==> config.mk <==
export PLATFORM = sky130hd
export DESIGN_NAME = param_loader
export DESIGN_NICKNAME = d
export VERILOG_FILES = /design/src/rtl/param_loader.sv
export SDC_FILE = /design/constraint.sdc
export NUM_CORES = 1
export LEC_CHECK = 0
export CORE_MARGIN = 2
export CORE_UTILIZATION = 50
export DETAILED_ROUTE_END_ITERATION = 10
export GPL_TIMING_DRIVEN = 1
export PLACE_DENSITY = 0.75
export SLEW_MARGIN = 20
export SYNTH_ARGS = -nofsm -noshare
export SYNTH_HDL_FRONTEND = slang
export SYNTH_SLANG_ARGS = --single-unit
==> constraint.sdc <==
create_clock -name ADC_CLK -period 11.4 [get_ports ADC_CLK]
set_input_delay 2.28 -clock ADC_CLK [delete_from_list [all_inputs] [get_ports ADC_CLK]]
set_output_delay 2.28 -clock ADC_CLK [all_outputs]
set_load 0.1 [all_outputs]
Figure 1. Routed clock nets over the placement.
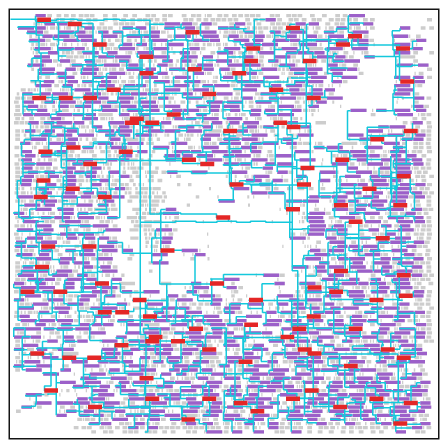
clock wires: shown in cyan, length 11700 um. cells driving clock nets: shown in red, count 107. flip-flops: shown in purple, count 1075.
There are 108 routed clock nets.
setup skew after layout: 0.0232 ns
total clock network power: 3.64 mW
clock latency on the worst-skew pair: 0.67 ns
clock network fraction of total power: 45.7%

Figure 2. Selected gate families.
Scale bar: 100 um.
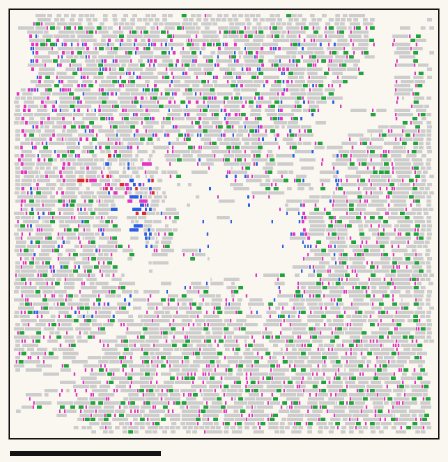
NOR gates: shown in magenta, cells 1082, most used nor2_1, where widely spread. multiplexers: shown in green, cells 512, most used mux2i_1, where widely spread. AND and OR gates: shown in red, cells 11, most used or3_1, where left middle. NAND gates: shown in blue, cells 250, most used nand2_1.
multi-input logic portion of the cell area: 23.0%
non-filler cells, final: 4828
top logic cell by instance count in the layout: sky130_fd_sc_hd__nor2_1

Figure 3. Routed metal per tile.
The die is cut into 28 by 28 equal tiles; black is low, pale yellow is high, scaled to the fullest tile. Values are wire area over tile area, all layers added.
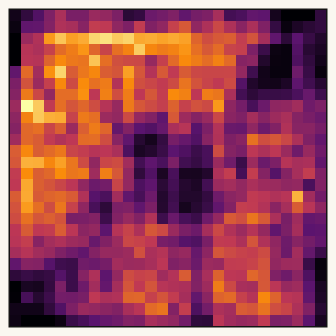
The fullest tile reaches 0.59. 1.5% of the tiles are nearly empty. 35% of the tiles are over half the peak. The mean over all tiles is 0.25.
overall via count from detail_route: 26600
Avg WL per Cell: 24.5 um
Total Routing Usage GR: 28.9%
sum of routed wire length over all layers: 118 mm

Figure 4. Cell placement.
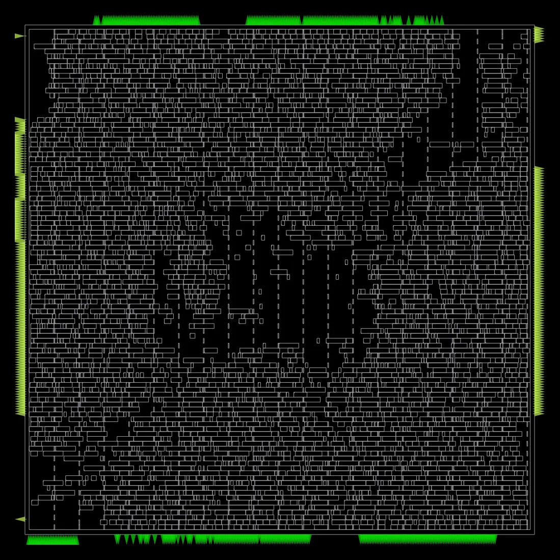
filler cell count in the final layout: 5981
layout sequential cell count: 1075
tap cells: 1040

==> summary.txt <==
Notes on the flow run.

- After routing, the total negative slack on setup checks comes to 0 ns.
- Per the synth stats, the proportion of register bits with asynchronous set or reset is 0%.
- The number of buffers and inverters on the critical path is 1, for reference.
- For the finished layout, the period the worst path requires is approximately 5 ns.
- The data required time of the worst path is about 9.1 ns, for reference.
- The number of core rows is 102, for reference.
- The path length in cells of the critical path is 1, for reference.
- The flow ran to the end, and the final reports show no timing, DRC or antenna violations.
- The yosys synthesis warning count is 0, for reference.
- The nature of the critical path endpoint is a primary output, for reference.
- The initial utilization of the core area, before any placement, comes to 50.3%.
- The upper clock frequency limit is roughly 0.20 GHz, for reference.
- The H-tree was split into 3 levels.
- In the routed design, unresolved DRC markers number 0.
- In this run the cell area measured after placement is between 0.04 and 0.05 sq mm.
- The number of warning messages in the logs is 70, for reference.
- The synth_stat.txt file lists the number of cells as 3223.
- Per the synthesis report, the dominant area consumer among library cells is sky130_fd_sc_hd__edfxtp_1.
- The post-cts repair resize count is 0, for reference.
- The final-report max-slew violation count is 0, for reference.
- In this run the maximum-capacitance check reported violations numbering 0.
- The stage delay of the slowest cell on the critical path is 1.31 ns, for reference.
- The count of port buffers added during placement is about 560, for reference.
- In the post-route analysis, the smallest setup slack over all paths is 6.44 ns.
- The number of buffers between clock root and the deepest sink is 3, for reference.
- Traced cell by cell, the critical path runs through clkdlybuf4s50_1.
- Per the placement report, the placed cell count is between 4000 and 5000.
- The Yosys chip area is 0.0388 sq mm, for reference.
- STA classifies the critical path startpoint as a flop.
- The synthesis-to-finish area growth is 26.3%, for reference.
- The mapped cell area is 0.0388 sq mm, for reference.
- The count of final setup violators is 0, for reference.
- The static leakage is 15.8 nW, for reference.
- The clock tree root driver cell is sky130_fd_sc_hd__clkbuf_16, for reference.
- The final hold violation count is 0, for reference.
- For this design the ratio of total power to cell area is 163 mW/mm^2.
==> cells by family (layout without fill, tap and decap cells) <==
logic type	count (synthesis)	in the layout	synth area share [%]
AND/OR/NAND/NOR	1343	1343	14.6
flip-flops	1075	1075	68.7
multiplexers	512	512	13.2
buffers and inverters	259	823	2.85
AND-OR/OR-AND	28	28	0.435
adder cells (fa/ha/maj)	6	6	0.194
other	0	1	0
==> routing by layer <==
layer  routed length (um)  part of all wire, %  global-route usage [%]
met5                    0                    0                       0
met4                 5760                  4.9                    13.8
met3                 9380                  7.9                    6.40
met2                56700                   48                    47.2
met1                46500                   39                    36.5
==> where the power goes <==
part / total (mW) / internal (mW) / leakage, nW / switching [mW]
clock: 3.64 / 2.14 / 1.80 / 1.50
sequential: 4.15 / 4.10 / 9.83 / 0.0500
combinational: 0.174 / 0.0345 / 4.19 / 0.140
==> synthesized netlist by cell type (2+ instances only) <==
cell type,n
sky130_fd_sc_hd__nand4b_1,3
sky130_fd_sc_hd__nand2b_1,4
sky130_fd_sc_hd__nand4_1,6
sky130_fd_sc_hd__inv_1,9
sky130_fd_sc_hd__dfxtp_1,563
sky130_fd_sc_hd__a31o_2,2
sky130_fd_sc_hd__nand2_1,162
sky130_fd_sc_hd__edfxtp_1,512
sky130_fd_sc_hd__and2_1,2
sky130_fd_sc_hd__ha_1,6
sky130_fd_sc_hd__or3_1,4
sky130_fd_sc_hd__o31ai_1,4
sky130_fd_sc_hd__nand3_1,75
sky130_fd_sc_hd__o41ai_1,2
sky130_fd_sc_hd__a21oi_1,6
sky130_fd_sc_hd__nor4b_1,3
sky130_fd_sc_hd__nor3_1,2
sky130_fd_sc_hd__clkbuf_1,138
sky130_fd_sc_hd__buf_4,6
sky130_fd_sc_hd__buf_2,81
sky130_fd_sc_hd__nor2b_1,38
sky130_fd_sc_hd__o21ai_0,3
sky130_fd_sc_hd__mux2i_1,512
sky130_fd_sc_hd__nor4_1,129
sky130_fd_sc_hd__o21ai_1,9
sky130_fd_sc_hd__buf_1,23
sky130_fd_sc_hd__nor2_1,907
==> cells in the final DEF (no fill, tap or decap), types with 51 or more instances in the layout <==
master                            Yosys  routed
sky130_fd_sc_hd__buf_4                6      51
sky130_fd_sc_hd__clkbuf_16            0     109
sky130_fd_sc_hd__clkdlybuf4s50_1      0     554
sky130_fd_sc_hd__dfxtp_1            563     562
sky130_fd_sc_hd__edfxtp_1           512     512
sky130_fd_sc_hd__mux2i_1            512     512
sky130_fd_sc_hd__nand2_1            162     162
sky130_fd_sc_hd__nand3_1             75      71
sky130_fd_sc_hd__nor2_1             907     907
sky130_fd_sc_hd__nor4_1             129     129
==> through the flow <==
step	hold slack (ns)	power [mW]
2_1_floorplan	0.414	4.30
3_3_place_gp	0.442	4.40
3_5_place_dp	0.447	4.41
4_1_cts	0.459	8.01
5_1_grt	0.472	8.18
6_report	0.456	7.97
==> final cells by class <==
class / count / area [sq um]
clock inverters: 45 / 588
diodes: 1 / 2.50
inverters: 9 / 33.8
fillers: 5981 / 28100
clock buffers: 158 / 3100
well taps: 1040 / 1300
multi-input cells: 1889 / 11300
flip-flops and latches: 1075 / 26600
repair buffers: 611 / 6040
Power figures rest on the tool's default switching activity, not on a simulated workload.
